==> src/rtl/sram_arbiter_pkg.sv <==
// Shared types and helpers for the two-port external SRAM arbiter.
package sram_arbiter_pkg;

   localparam int NPORTS = 2;
   localparam int ADDR_W = 18;
   localparam int DATA_W = 32;

   typedef enum logic [2:0] {
      IDLE,
      READ,
      ACK,
      WSETUP,
      WPULSE,
      WHOLD
   } state_t;

   typedef struct packed {
      state_t state;
      logic   last_grant;
   } dbg_t;

   function automatic logic [DATA_W-1:0] lane_mask(input logic [3:0] be);
      return {{8{be[3]}}, {8{be[2]}}, {8{be[1]}}, {8{be[0]}}};
   endfunction

   // Chip 0 carries lanes 0/1, chip 1 carries lanes 2/3.
   function automatic logic [1:0] chip_sel_n(input logic [3:0] be);
      return {~|be[3:2], ~|be[1:0]};
   endfunction

endpackage

==> src/rtl/sram_arbiter_if.sv <==
// One requester port of the SRAM arbiter.
// Handshake: req (with we/addr/be/wdata) is held stable until ack; ack is a
// one-cycle pulse, rdata is valid in the ack cycle, and req drops on that edge.
interface sram_arbiter_if;
   import sram_arbiter_pkg::*;

   logic              req;
   logic              we;
   logic [ADDR_W-1:0] addr;
   logic [3:0]        be;
   logic [DATA_W-1:0] wdata;
   logic [DATA_W-1:0] rdata;
   logic              ack;

   modport master (output req, we, addr, be, wdata, input rdata, ack);
   modport slave  (input req, we, addr, be, wdata, output rdata, ack);
endinterface

==> src/rtl/sram_arb_grant.sv <==
// Grant selection between the two requesters plus the last-grant register.
// SRAM_ARB_ROUND_ROBIN_EN selects round-robin; otherwise port 0 has fixed priority.
module sram_arb_grant
   import sram_arbiter_pkg::*;
(
   input  logic              clk,
   input  logic              reset_n,
   input  logic [NPORTS-1:0] req,
   input  logic              take,
   output logic              valid,
   output logic              sel,
   output logic              last_grant
);

   logic last_q;

   always_comb begin
      valid = |req;
`ifdef SRAM_ARB_ROUND_ROBIN_EN
      sel = (req[0] & req[1]) ? ~last_q : ~req[0];
`else
      sel = ~req[0];
`endif
   end

   // Reset value 1 makes port 0 the winner of the first conflict.
   always_ff @(posedge clk) begin
      if (!reset_n) begin
         last_q <= 1'b1;
      end else if (take && valid) begin
         last_q <= sel;
      end
   end

   assign last_grant = last_q;

endmodule

==> src/rtl/sram_arbiter.sv <==
// Two-port sequencer for the 256Kx32 asynchronous SRAM; all ram_* pins registered.
// Arbitration policy set by SRAM_ARB_ROUND_ROBIN_EN (see sram_arb_grant).
module sram_arbiter
   import sram_arbiter_pkg::*;
#(
   parameter int unsigned READ_WAIT  = 1,
   parameter int unsigned WRITE_WAIT = 1
) (
   input  logic              clk,
   input  logic              reset_n,
   sram_arbiter_if.slave     p0,
   sram_arbiter_if.slave     p1,
   output logic [ADDR_W-1:0] ram_addr,
   input  logic [DATA_W-1:0] ram_data_read,
   output logic [DATA_W-1:0] ram_data_write,
   output logic              ram_data_is_output,
   output logic [1:0]        ram_ce_n,
   output logic [1:0]        ram_ub_n,
   output logic [1:0]        ram_lb_n,
   output logic [1:0]        ram_we_n,
   output logic [1:0]        ram_oe_n,
   output dbg_t              dbg
);

   localparam logic [7:0] RW_LAST = 8'(READ_WAIT - 1);
   localparam logic [7:0] WW_LAST = 8'(WRITE_WAIT - 1);

   state_t            state;
   logic [7:0]        cnt;
   logic              cur_port;
   logic [3:0]        cur_be;
   logic [NPORTS-1:0] ack_q;
   logic [DATA_W-1:0] rdata_q [NPORTS];

   logic              gnt_valid, gnt_sel, last_grant;
   logic              req_we;
   logic [ADDR_W-1:0] req_addr;
   logic [3:0]        req_be;
   logic [DATA_W-1:0] req_wdata;

   sram_arb_grant u_grant (
      .clk        (clk),
      .reset_n    (reset_n),
      .req        ({p1.req, p0.req}),
      .take       (state == IDLE),
      .valid      (gnt_valid),
      .sel        (gnt_sel),
      .last_grant (last_grant)
   );

   always_comb begin
      req_we    = p0.we;
      req_addr  = p0.addr;
      req_be    = p0.be;
      req_wdata = p0.wdata;
      if (gnt_sel) begin
         req_we    = p1.we;
         req_addr  = p1.addr;
         req_be    = p1.be;
         req_wdata = p1.wdata;
      end
   end

   always_ff @(posedge clk) begin
      if (!reset_n) begin
         state              <= IDLE;
         cnt                <= '0;
         cur_port           <= 1'b0;
         cur_be             <= '0;
         ack_q              <= '0;
         rdata_q[0]         <= '0;
         rdata_q[1]         <= '0;
         ram_addr           <= '0;
         ram_data_write     <= '0;
         ram_data_is_output <= 1'b0;
         ram_ce_n           <= 2'b11;
         ram_ub_n           <= 2'b11;
         ram_lb_n           <= 2'b11;
         ram_we_n           <= 2'b11;
         ram_oe_n           <= 2'b11;
      end else begin
         ack_q <= '0;
         unique case (state)
            IDLE: begin
               if (gnt_valid) begin
                  cur_port <= gnt_sel;
                  cur_be   <= req_be;
                  cnt      <= '0;
                  ram_addr <= req_addr;
                  ram_ce_n <= chip_sel_n(req_be);
                  ram_ub_n <= {~req_be[3], ~req_be[1]};
                  ram_lb_n <= {~req_be[2], ~req_be[0]};
                  if (req_we) begin
                     ram_data_write     <= req_wdata;
                     ram_data_is_output <= 1'b1;
                     state              <= WSETUP;
                  end else begin
                     ram_oe_n <= 2'b00;
                     state    <= READ;
                  end
               end
            end
            READ: begin
               if (cnt == RW_LAST) begin
                  rdata_q[cur_port] <= ram_data_read & lane_mask(cur_be);
                  ack_q[cur_port]   <= 1'b1;
                  ram_oe_n          <= 2'b11;
                  state             <= ACK;
               end else begin
                  cnt <= cnt + 8'd1;
               end
            end
            ACK: begin
               ram_ce_n <= 2'b11;
               ram_ub_n <= 2'b11;
               ram_lb_n <= 2'b11;
               state    <= IDLE;
            end
            WSETUP: begin
               ram_we_n <= 2'b00;
               cnt      <= '0;
               state    <= WPULSE;
            end
            WPULSE: begin
               if (cnt == WW_LAST) begin
                  ram_we_n        <= 2'b11;
                  ack_q[cur_port] <= 1'b1;
                  state           <= WHOLD;
               end else begin
                  cnt <= cnt + 8'd1;
               end
            end
            WHOLD: begin
               // Data stays driven through the hold cycle, released in the IDLE gap.
               ram_ce_n           <= 2'b11;
               ram_ub_n           <= 2'b11;
               ram_lb_n           <= 2'b11;
               ram_data_is_output <= 1'b0;
               ram_data_write     <= '0;
               state              <= IDLE;
            end
            default: state <= IDLE;
         endcase
      end
   end

   assign p0.ack   = ack_q[0];
   assign p1.ack   = ack_q[1];
   assign p0.rdata = rdata_q[0];
   assign p1.rdata = rdata_q[1];

   assign dbg.state      = state;
   assign dbg.last_grant = last_grant;

endmodule

==> src/flat_wrapper.sv <==
// flat-port wrapper written by rule: the top's interface ports become plain ports
module sram_arbiter_flat import sram_arbiter_pkg::*;
#(
   parameter int unsigned READ_WAIT  = 1,
   parameter int unsigned WRITE_WAIT = 1
)
  (clk, reset_n, ram_addr, ram_data_read, ram_data_write, ram_data_is_output, ram_ce_n, ram_ub_n, ram_lb_n, ram_we_n, ram_oe_n, dbg, p0_req, p0_we, p0_addr, p0_be, p0_wdata, p0_rdata, p0_ack, p1_req, p1_we, p1_addr, p1_be, p1_wdata, p1_rdata, p1_ack);
  sram_arbiter_if p0_i ();
  sram_arbiter_if p1_i ();
  input  logic clk;
  input  logic reset_n;
  output logic [ADDR_W-1:0] ram_addr;
  input  logic [DATA_W-1:0] ram_data_read;
  output logic [DATA_W-1:0] ram_data_write;
  output logic ram_data_is_output;
  output logic [1:0] ram_ce_n;
  output logic [1:0] ram_ub_n;
  output logic [1:0] ram_lb_n;
  output logic [1:0] ram_we_n;
  output logic [1:0] ram_oe_n;
  output dbg_t dbg;
  input wire logic [$bits(p0_i.req)-1:0] p0_req;
  input wire logic [$bits(p0_i.we)-1:0] p0_we;
  input wire logic [$bits(p0_i.addr)-1:0] p0_addr;
  input wire logic [$bits(p0_i.be)-1:0] p0_be;
  input wire logic [$bits(p0_i.wdata)-1:0] p0_wdata;
  output wire logic [$bits(p0_i.rdata)-1:0] p0_rdata;
  output wire logic [$bits(p0_i.ack)-1:0] p0_ack;
  input wire logic [$bits(p1_i.req)-1:0] p1_req;
  input wire logic [$bits(p1_i.we)-1:0] p1_we;
  input wire logic [$bits(p1_i.addr)-1:0] p1_addr;
  input wire logic [$bits(p1_i.be)-1:0] p1_be;
  input wire logic [$bits(p1_i.wdata)-1:0] p1_wdata;
  output wire logic [$bits(p1_i.rdata)-1:0] p1_rdata;
  output wire logic [$bits(p1_i.ack)-1:0] p1_ack;
  assign p0_i.req = p0_req;
  assign p0_i.we = p0_we;
  assign p0_i.addr = p0_addr;
  assign p0_i.be = p0_be;
  assign p0_i.wdata = p0_wdata;
  assign p0_rdata = p0_i.rdata;
  assign p0_ack = p0_i.ack;
  assign p1_i.req = p1_req;
  assign p1_i.we = p1_we;
  assign p1_i.addr = p1_addr;
  assign p1_i.be = p1_be;
  assign p1_i.wdata = p1_wdata;
  assign p1_rdata = p1_i.rdata;
  assign p1_ack = p1_i.ack;
  sram_arbiter #(.READ_WAIT(READ_WAIT), .WRITE_WAIT(WRITE_WAIT)) u_core (.clk(clk), .reset_n(reset_n), .p0(p0_i), .p1(p1_i), .ram_addr(ram_addr), .ram_data_read(ram_data_read), .ram_data_write(ram_data_write), .ram_data_is_output(ram_data_is_output), .ram_ce_n(ram_ce_n), .ram_ub_n(ram_ub_n), .ram_lb_n(ram_lb_n), .ram_we_n(ram_we_n), .ram_oe_n(ram_oe_n), .dbg(dbg));
endmodule
==> config.mk <==
export PLATFORM = sky130hd
export DESIGN_NAME = sram_arbiter_flat
export DESIGN_NICKNAME = d
export VERILOG_FILES = /design/src/rtl/sram_arbiter_pkg.sv /design/src/rtl/sram_arbiter_if.sv /design/src/rtl/sram_arb_grant.sv /design/src/rtl/sram_arbiter.sv /design/src/flat_wrapper.sv
export SDC_FILE = /design/constraint.sdc
export NUM_CORES = 1
export LEC_CHECK = 0
export ABC_AREA = 1
export CORE_MARGIN = 2
export CORE_UTILIZATION = 43
export CTS_CLUSTER_SIZE = 30
export DETAILED_ROUTE_END_ITERATION = 12
export PLACE_DENSITY = 0.81
export SKIP_CTS_REPAIR_TIMING = 1
export SLEW_MARGIN = 20
export SYNTH_ARGS = -nofsm -noshare
export SYNTH_HDL_FRONTEND = slang
export SYNTH_HIERARCHICAL = 1
export SYNTH_SLANG_ARGS = --single-unit
==> constraint.sdc <==
create_clock -name clk -period 3.3 [get_ports clk]
set_input_delay 0.825 -clock clk [delete_from_list [all_inputs] [get_ports clk]]
set_output_delay 0.825 -clock clk [all_outputs]
set_load 0.02 [all_outputs]
Run 1, port wiring:
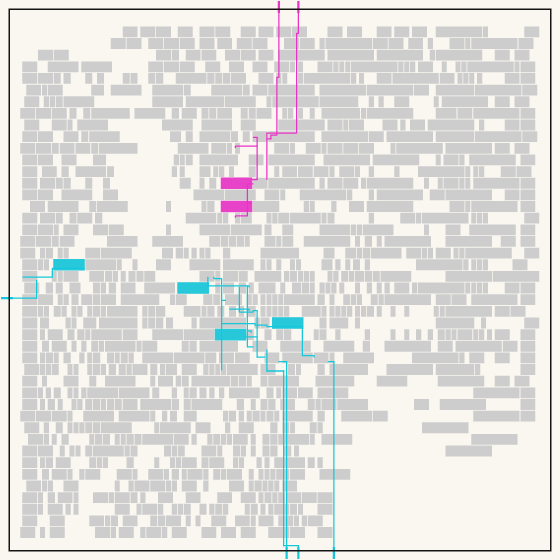
dbg -> cyan  # bits 4, direction output, end cells 4, buffers 4, wire 285 um
ram_lb_n -> magenta  # bits 2, direction output, end cells 2, buffers 2, wire 110 um

Run 1, signal metal coverage by tile:
The die is cut into 25 by 25 equal tiles; black is low, pale yellow is high, scaled to the fullest tile. Values are wire area over tile area, all layers added.
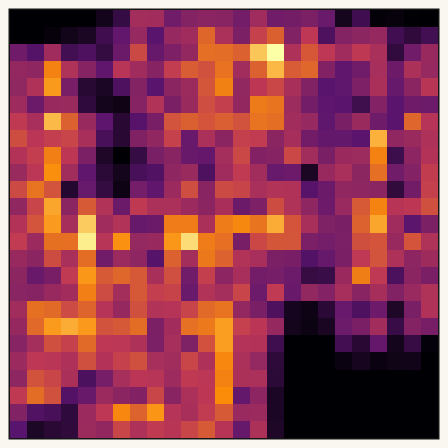
emptiest ninth of the die = lower right
mean over tiles = 0.19
tiles over half the peak = 27%
fullest tile = 0.49
nearly empty tiles = 9.1%

Run 1, placement view:
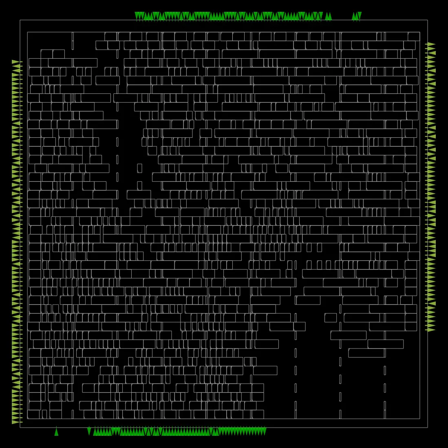
tap cells: 184
standard-cell rows: 44
sequential cell count: 142
Final Non-Filler Cells: 1225

==> notes.md, run 1 <==
Latest figures from synthesis and place and route.

The count of pins over their slew limit is 0. The number of warnings the tools reported is 27. In the final report, the number of hold violations comes to 0. The worst setup path is of the reg -> out kind.

The number of nets in the synthesized netlist is 917. With fillers left out, the area of the finished cells amounts to 9744 um^2. The wire length reported by the detailed router is 18340 um. For the worst setup path, the data required time is 2.47 ns. The post-detailed-placement cell area is 9198 um^2. The register area share after synthesis is 0.5429. The kind of cell adding the most delay to the critical path is buffers and inverters. Summed over all failing endpoints, the final setup total negative slack is 0 ns. The violation tally recorded at the end of detailed-routing iteration 0 is 390. The die width is 126.2 um. The arrival time of the worst setup path is 1.60 ns. Per the final layout report, the fraction of cells sized above drive strength 1 comes to 0.05764. Setup repair after global routing left no endpoint under its margin.

The clock net in this run drives a total of 142 sinks. The first global-routing pass estimated 29640 um of wire. The top-level I/O count is 277.

Among all flip-flop cells after synthesis, the most frequent one is dfxtp_1. The core footprint is 14530 um^2. The final layout contains 1176 nets. The origin of the worst min-delay path is u_core/ram_lb_n[1]$_SDFFE_PN1P_. The run finished with clean final reports.

Static timing analysis puts the maximum clock frequency at 413.2 MHz. The worst setup skew after layout is 0.008688 ns. The detail-routed via count per cell is 4.884.

The report lists the power per cell area as 531.6 nW/um^2. CTS built an H-tree with a depth of 4. The critical path buffer and inverter count is 1. The relative area change from synthesis to final layout is 51.87%. For this run, the script counts the antenna cells in the layout as 0. The number of antenna violations at the first check in global routing is 0. The class of the most critical hold timing path is reg -> reg. The startpoint kind of the worst setup timing path is a flop. At the later pin of the worst-skew pair, clock insertion delay measures 0.41 ns. The slew at the pin closest to its max-slew limit is 0.5726 ns.
[run 1: tightest hold or removal path, cell delays in order, from the launching register on]
cell	delay, ns
dfxtp_1	0.31
nand2_1	0.06
nand2_1	0.04
[run 1: worst paths after layout]
path / endpoint / slack [ns] / depth (start not counted)
min: u_core/ram_lb_n[1]$_SDFFE_PN1P_ / 0.45 / 2
min reg2reg: u_core/ram_lb_n[1]$_SDFFE_PN1P_ / 0.45 / 2
max: dbg[3] / 0.88 / 1
max reg2reg: u_core/rdata_q[0][30]$_SDFFCE_PN0P_ / 1.21 / 9
[run 1: per-stage QoR]
step | cells | total power (uW)
after detailed placement | 1193 | 3464
final | 1225 | 5180
after CTS | 1225 | 5221
after global placement | 1193 | 3446
after global routing | 1225 | 5425
after floorplan | 769 | 2851
[run 1: layer usage]
metal  up-vias  share of wire  track usage
met1      2737           0.39       0.2727
li1       3006              -            -
met5         -              0            0
met4         0          0.015      0.07175
met2       222           0.52       0.4197
met3        18          0.073      0.06585
[run 1: power by group]
group | switching (uW) | internal, uW
clock | 693 | 1050
combinational | 716 | 577
sequential | 117 | 2020
[run 1: logic make-up (layout without fill, tap and decap cells)]
kind of cell / after synthesis / in the layout / synth area share
compound gates: 130 / 130 / 0.1037
fa+ha+maj: 2 / 2 / 0.003900
mux: 18 / 18 / 0.02808
flops: 142 / 142 / 0.5429
simple gates: 342 / 342 / 0.2241
buf+inv: 135 / 407 / 0.09731
[run 1: cells in the mapped netlist (3+ instances only)]
cell      number  share of area
nand2_1      184           0.11
nor2_1        90          0.053
dfxtp_1       78           0.24
inv_1         76          0.044
edfxtp_1      64           0.30
a21oi_1       63          0.049
o21ai_0       58          0.045
nand3_1       50          0.039
buf_2         19          0.015
mux2i_1       18          0.028
clkbuf_1      10         0.0059
buf_6          9          0.016
buf_4          7         0.0082
inv_2          7         0.0041
clkinv_1       5         0.0029
nand2_2        5         0.0049
o21ai_1        3         0.0023
[run 1: flip-flops by register name, summed over array words and instances (netlist names), 3 cells and up]
register,count
u_core/rdata_q,64
u_core/ram_data_write,32
u_core/cur_be,4
u_core/cnt,8
u_core/state,3
u_core/ram_addr,18
[run 1: placed cells by master, fill, tap and decap left out, types with 17 or more instances in the layout]
cell type / n
dfxtp_1: 78
inv_1: 75
a21oi_1: 63
nand3_1: 50
nor2_1: 90
o21ai_0: 58
clkbuf_16: 17
nand2_1: 184
mux2i_1: 18
clkdlybuf4s50_1: 276
edfxtp_1: 64
[run 1: cell type report]
class                   count  area [um^2]
well taps                 184        230.2
inverters                  88        330.3
clock inverters            10        92.59
fillers                  1175         4790
multi-input cells         492         2308
repair buffers            287         2845
flip-flops and latches    142         3483
clock buffers              22        454.2
==> run 2: changes to the inputs <==
Settings changed: CORE_UTILIZATION 43 to 39, PLACE_DENSITY 0.81 to 0.78.
Clock period 3.3 ns to 2.1 ns, I/O delays scaled along.
Run 2, signal metal coverage by tile:
The die is cut into 26 by 26 equal tiles; black is low, pale yellow is high, scaled to the fullest tile. Values are wire area over tile area, all layers added.
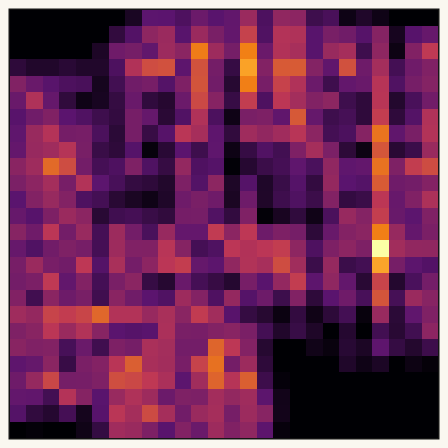
fullest tile = 0.64
nearly empty tiles = 11%
mean over tiles = 0.18
tiles over half the peak = 8.0%
emptiest ninth of the die = lower right
total length of routed wires: 18470 um
overall track demand over capacity in global routing: 0.2112
number of vias in the routed layout: 5980

==> run 2 against run 1 <==
Net effect: total power rose by 61%; core utilization fell by 4.6 points; design area rose by 2.6%; first-iteration DRC count fell by 27%; synthesized area did not move; global-route usage fell by 2.3 points; critical path type unchanged; critical endpoint is now ram_oe_n[0].
==> notes.md, run 2 <==
Latest figures from synthesis and place and route.

The startpoint kind of the worst setup timing path is a flop (unchanged). The met3 global-route usage is 0.06805 (was 0.06585). The clock sink count is 142 (unchanged). The origin of the worst min-delay path is u_core/ram_lb_n[0]$_SDFFE_PN1P_ (was u_core/ram_lb_n[1]$_SDFFE_PN1P_). The relative area change from synthesis to final layout is 55.77% (was 51.87%).

The most crowded layer after global routing is met2 (unchanged). The cell type with the largest total area after synthesis is edfxtp_1 (unchanged). The final antenna diode count is 0 (unchanged). Setup repair after global routing missed its margin: false (unchanged). The count of H-tree levels built during CTS was 4 (unchanged). The flop-to-flop setup slack came to 0.22 ns (was 1.21 ns). The reg-to-reg critical path endpoint was u_core/rdata_q[1][28]$_SDFFCE_PN0P_ (was u_core/rdata_q[0][30]$_SDFFCE_PN0P_).

The net count entering floorplan is 917 (unchanged). The post-route non-filler standard cell count is 1265 (was 1225). The most numerous cell in the Yosys netlist is nand2_1 (unchanged). The register area share after synthesis is 0.5429 (unchanged).

The number of warnings the tools reported is 27 (unchanged). The class of the most critical hold timing path is reg -> reg (unchanged). The share of the synthesized area in the top cell type is 0.2995 (unchanged).

The ratio of cells with drive above 1 in the final layout was 0.07054 (was 0.05764). The worst setup skew after layout was 0.008133 ns (was 0.008688 ns). The flip-flop count of the largest register, all copies and words added is 64 (unchanged). Status: complete, no violations (unchanged). The cell count after placement is 1235 (was 1193). The detail-routed via count per cell is 4.727 (was 4.884). The count of pins over their slew limit was 0 (unchanged). The met1 usage is 0.2435 (was 0.2727).

The number of hold-slack violations in the final timing report is 0 (unchanged). The destination of the worst hold path was u_core/ram_lb_n[0]$_SDFFE_PN1P_ (was u_core/ram_lb_n[1]$_SDFFE_PN1P_). The cell count of the worst hold path is 2 (unchanged).

The length in cells of the worst reg-to-reg path is 9 (unchanged). The slew at the pin closest to its max-slew limit is 0.5769 ns (was 0.5726 ns). Cells taking the most area after synthesis: edfxtp_1 30%, dfxtp_1 24%, nand2_1 11% (unchanged). The number of nets in the finished design is 1186 (was 1176). The maximum frequency from static timing analysis is 495.8 MHz. The clock insertion delay at the later pin of the skew report was 0.42 ns (was 0.41 ns). The dominant register cell in the synthesized netlist is dfxtp_1 (unchanged).

The total number of placement rows came to 46 (was 44). The register ranked first by flip-flop count is u_core/rdata_q (unchanged). The met2 layer usage reported by global route is 0.3579 (was 0.4197).

The core footprint is 16000 um^2 (was 14530 um^2). The height of the die is 132.3 um (was 126.2 um). Commonest cells post-synth: 184 x nand2_1, 90 x nor2_1, 78 x dfxtp_1, 76 x inv_1, 64 x edfxtp_1 (unchanged).

Top cells excl fill/tap: 273 x clkdlybuf4s50_1, 182 x nand2_1, 90 x nor2_1 (was 276 x clkdlybuf4s50_1, 184 x nand2_1, 90 x nor2_1). The die width came to 132.3 um (was 126.2 um). Biggest registers after layout: u_core/rdata_q: 64 flops, u_core/ram_data_write: 32 flops, u_core/ram_addr: 18 flops (unchanged).
Run 2, port wiring:
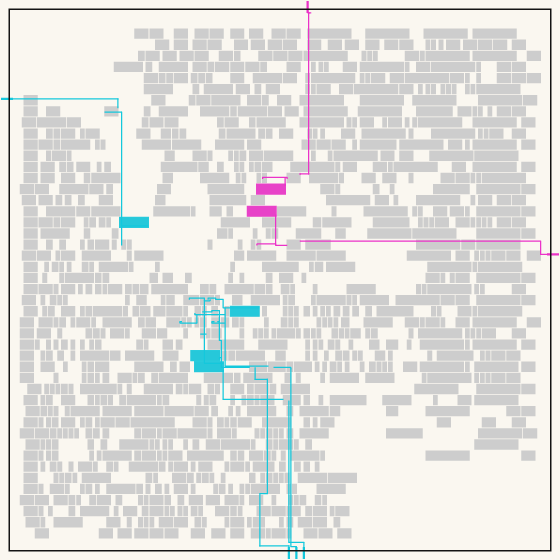
ram_lb_n -> magenta  # bits 2, direction output, end cells 2, buffers 2, wire 131 um
dbg -> cyan  # bits 4, direction output, end cells 4, buffers 4, wire 353 um
number of input and output port buffers inserted: 276
ports placed on the boundary: 277

## run 2: cell counts after synthesis
Identical to the previous run, type by type.
## run 2: layer usage
metal / wire (um) / vias to the layer above
met2: 9039 / 250
met1: 7288 / 2672
met3: 1547 / 43
li1: - / 3015
met4: 596 / 0
met5: 0 / -
## run 2: layout make-up
type / count / area [um^2]
Inverter: 88 / 330.3
Timing Repair Buffer: 297 / 3028
Sequential cell: 142 / 3483
Clock inverter: 13 / 143.9
Tap cell: 216 / 270.3
Fill cell: 1386 / 6006
Clock buffer: 17 / 425.4
Multi-Input combinational cell: 492 / 2313
## run 2: how the worst max path moves through the flow
stage                               startpoint                                     end  slack (ns)  cells past startpoint
4_1_cts           u_core/state[0]$_SDFFE_PN0P_                                  dbg[1]       -0.08                      1
2_1_floorplan     u_core/state[0]$_SDFFE_PN0P_      u_core/rdata_q[1][0]$_SDFFCE_PN0P_        0.06                      7
3_5_place_dp                            p0_req        u_core/ram_addr[15]$_SDFFE_PN0P_       -0.08                      6
6_report       u_core/ram_oe_n[0]$_SDFFE_PN1P_                             ram_oe_n[0]        0.08                      1
3_3_place_gp                            p0_req  u_core/ram_data_write[10]$_SDFFE_PN0P_        0.02                      9
5_1_grt        u_core/ram_oe_n[0]$_SDFFE_PN1P_                             ram_oe_n[0]        0.04                      1
## run 2: tightest hold or removal path, stage by stage (launching register included)
cell and delay (ns):
dfxtp_1 0.31, nand2_1 0.06, nand2_1 0.04
## run 2: power breakdown
| group | leakage, uW | total (uW) | internal [uW] | switching [uW] |
|---|---|---|---|---|
| sequential | 0.00131 | 3350 | 3180 | 177 |
| clock | 0.000263 | 2880 | 1740 | 1150 |
| combinational | 0.00255 | 2110 | 977 | 1140 |
## run 2: cells by family (layout without fill, tap and decap cells)
logic type	after synthesis	in the layout	share of synthesized area
DFF	142	142	0.5429
adders and majority gates	2	2	0.003900
AOI/OAI and AO/OA	130	130	0.1037
and+or+nand+nor	342	342	0.2241
buffers and inverters	135	415	0.09731
muxes	18	18	0.02808
## run 2: per-stage QoR
stage | total power, uW | worst slack (ns) | cell area (um^2) | hold slack [ns] | TNS [ns]
CTS | 8441 | -0.07793 | 9987 | 0.4526 | -0.1381
global route | 8737 | 0.04283 | 9995 | 0.4745 | 0
finish | 8348 | 0.08304 | 9995 | 0.4493 | 0
detailed placement | 5534 | -0.08373 | 9418 | 0.4412 | -0.1966
global placement | 5498 | 0.02460 | 9418 | 0.4384 | 0
floorplan | 4480 | 0.05901 | 6421 | 0.4270 | 0
==> run 3: changes to the inputs <==
Settings changed: CORE_ASPECT_RATIO from default to 1.75.
Run 3, port wiring:
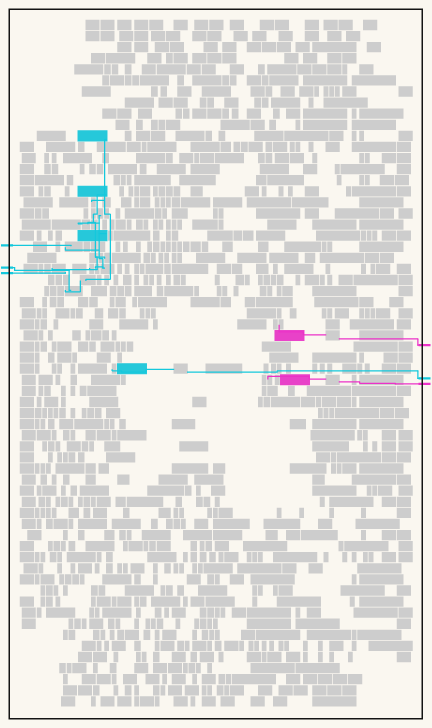
ram_lb_n -> magenta  # bits 2, direction output, end cells 2, buffers 2, wire 71.6 um
dbg -> cyan  # bits 4, direction output, end cells 4, buffers 4, wire 250 um

==> run 3 against run 2 <==
Net effect: synthesized area did not move; global-route usage barely moved; combinational power barely moved; die size rose by 0.23%; worst setup slack got worse by 0.019 ns; first-iteration DRC count fell by 17%; synthesized cell count did not move; critical endpoint is now dbg[2]; clock power fell by 3%; critical path type unchanged; design area fell by 0.36%; sequential share of layout area rose by 0.13 points.
==> notes.md, run 3 <==
Latest figures from synthesis and place and route.

The combinational family with the most area after synthesis is simple AND/OR/NAND/NOR gates (unchanged). The arrival time of the worst setup path was 1.51 ns (was 1.49 ns). The height of the die was 173.7 um (was 132.3 um). Setup repair after global routing missed its margin: false (unchanged). The fraction of power consumed by combinational cells is 0.257 (was 0.253). The number of nets in the finished design is 1189 (was 1186). The die width is 101.0 um (was 132.3 um). The internal power of the cells is 5702 uW (was 5889 uW). The total number of placement rows is 62 (was 46). The register ranked first by flip-flop count is u_core/rdata_q (unchanged).

The worst slack on hold paths was 0.4580 ns (was 0.4493 ns). The power per unit of standard cell area came to 828.4 nW/um^2 (was 835.2 nW/um^2). The most frequent logic cell in the layout was clkdlybuf4s50_1 (unchanged). The number of antenna violations at the first check in global routing is 0 (unchanged). The multiplexer area fraction after synthesis is 0.02808 (unchanged). The flop-to-flop setup slack is 0.17 ns (was 0.22 ns). The startpoint kind of the worst setup timing path was a flop (unchanged). The length in cells of the worst reg-to-reg path is 9 (unchanged). The synthesized-area fraction occupied by adder cells is 0.003900 (unchanged). Cells taking the most area after synthesis: edfxtp_1 30%, dfxtp_1 24%, nand2_1 11% (unchanged). The share of the synthesized area in the top cell type is 0.2995 (unchanged). Status: complete, no violations (unchanged). The switching power of the nets was 2547 uW (was 2459 uW). The origin of the worst setup path is u_core/state[1]$_SDFFE_PN0P_ (was u_core/ram_oe_n[0]$_SDFFE_PN1P_). The total vias in the final route is 5975 (was 5980). The destination of the worst hold path is u_core/ram_ub_n[1]$_SDFFE_PN1P_ (was u_core/ram_lb_n[0]$_SDFFE_PN1P_).

The net count entering floorplan came to 917 (unchanged). The origin of the worst min-delay path is u_core/ram_ub_n[1]$_SDFFE_PN1P_ (was u_core/ram_lb_n[0]$_SDFFE_PN1P_). The count of input and output buffers is 276 (unchanged). The number of warnings the tools reported came to 27 (unchanged). The switching part of the total is 0.3088 (was 0.2946). The reg-to-reg critical path endpoint is u_core/rdata_q[0][10]$_SDFFCE_PN0P_ (was u_core/rdata_q[1][28]$_SDFFCE_PN0P_). The number of hold-slack violations in the final timing report was 0 (unchanged). The dominant register cell in the synthesized netlist is dfxtp_1 (unchanged).

The kind of cell adding the most delay to the critical path is buffers and inverters (unchanged). The first-pass GRT wire length is 28840 um (was 29300 um). The clock sink count is 142 (unchanged). The worst setup skew after layout was 0.01086 ns (was 0.008133 ns). The count of pins over their slew limit is 0 (unchanged). The class of the most critical hold timing path is reg -> reg (unchanged). The sequential group share of total power is 0.406 (was 0.402). The flip-flop count of the largest register, all copies and words added is 64 (unchanged).
Run 3, placement view:
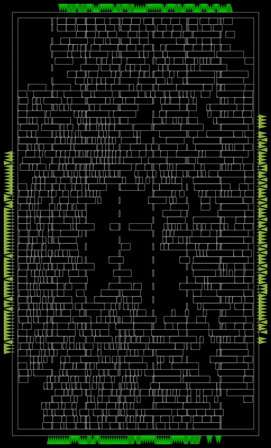
tap cells: 192
Final Non-Filler Cells: 1246

## run 3: per-layer routing
| layer | wire length [um] | part of all wire | vias up | GRT usage |
|---|---|---|---|---|
| li1 | - | - | 3022 | - |
| met1 | 6694 | 0.36 | 2704 | 0.2193 |
| met2 | 10180 | 0.55 | 207 | 0.3936 |
| met3 | 939 | 0.051 | 42 | 0.04476 |
| met4 | 709 | 0.038 | 0 | 0.09459 |
| met5 | 0 | 0 | - | 0 |
## run 3: kinds of logic (layout without fill, tap and decap cells)
family / after synthesis / after routing
mux: 18 / 18
compound gates: 130 / 130
simple gates: 342 / 342
flops: 142 / 142
buf+inv: 135 / 420
fa+ha+maj: 2 / 2
## run 3: cell type report
| class | instances | area (um^2) |
|---|---|---|
| Clock buffer | 17 | 425.4 |
| Clock inverter | 15 | 130.1 |
| Fill cell | 1415 | 6332 |
| Inverter | 88 | 330.3 |
| Multi-Input combinational cell | 492 | 2313 |
| Sequential cell | 142 | 3483 |
| Tap cell | 192 | 240.2 |
| Timing Repair Buffer | 300 | 3035 |
## run 3: stage by stage
step	total power, uW	instance area (um^2)	worst slack, ns	TNS (ns)	instances
3_3_place_gp	5512	9398	-0.009260	-0.02595	1214
4_1_cts	8342	9953	-0.04268	-0.04447	1246
6_report	8249	9958	0.06437	0	1246
5_1_grt	8628	9958	0.00007927	0	1246
3_5_place_dp	5543	9398	-0.07857	-0.7705	1214
2_1_floorplan	4480	6421	0.05901	0	769
## run 3: how the worst max path moves through the flow
stage / to / cells past startpoint
after global placement: u_core/cur_be[1]$_SDFFE_PN0P_ / 7
final: dbg[2] / 1
after detailed placement: u_core/ram_data_write[14]$_SDFFE_PN0P_ / 8
after floorplan: u_core/rdata_q[1][0]$_SDFFCE_PN0P_ / 7
after CTS: dbg[3] / 1
after global routing: dbg[2] / 1
## run 3: power groups by stage
stage	sequential (uW)	combinational, uW	clock, uW
after global routing	3390	2290	2950
final	3350	2120	2780
after CTS	3350	2140	2850
after floorplan	3680	803	0
after detailed placement	3410	2130	0
after global placement	3400	2110	0
## run 3: tightest hold or removal path, stage by stage (launching register included)
cell     delay, ns
dfxtp_1       0.31
nand2_1       0.06
nand2_1       0.05
Power figures rest on the tool's default switching activity, not on a simulated workload.
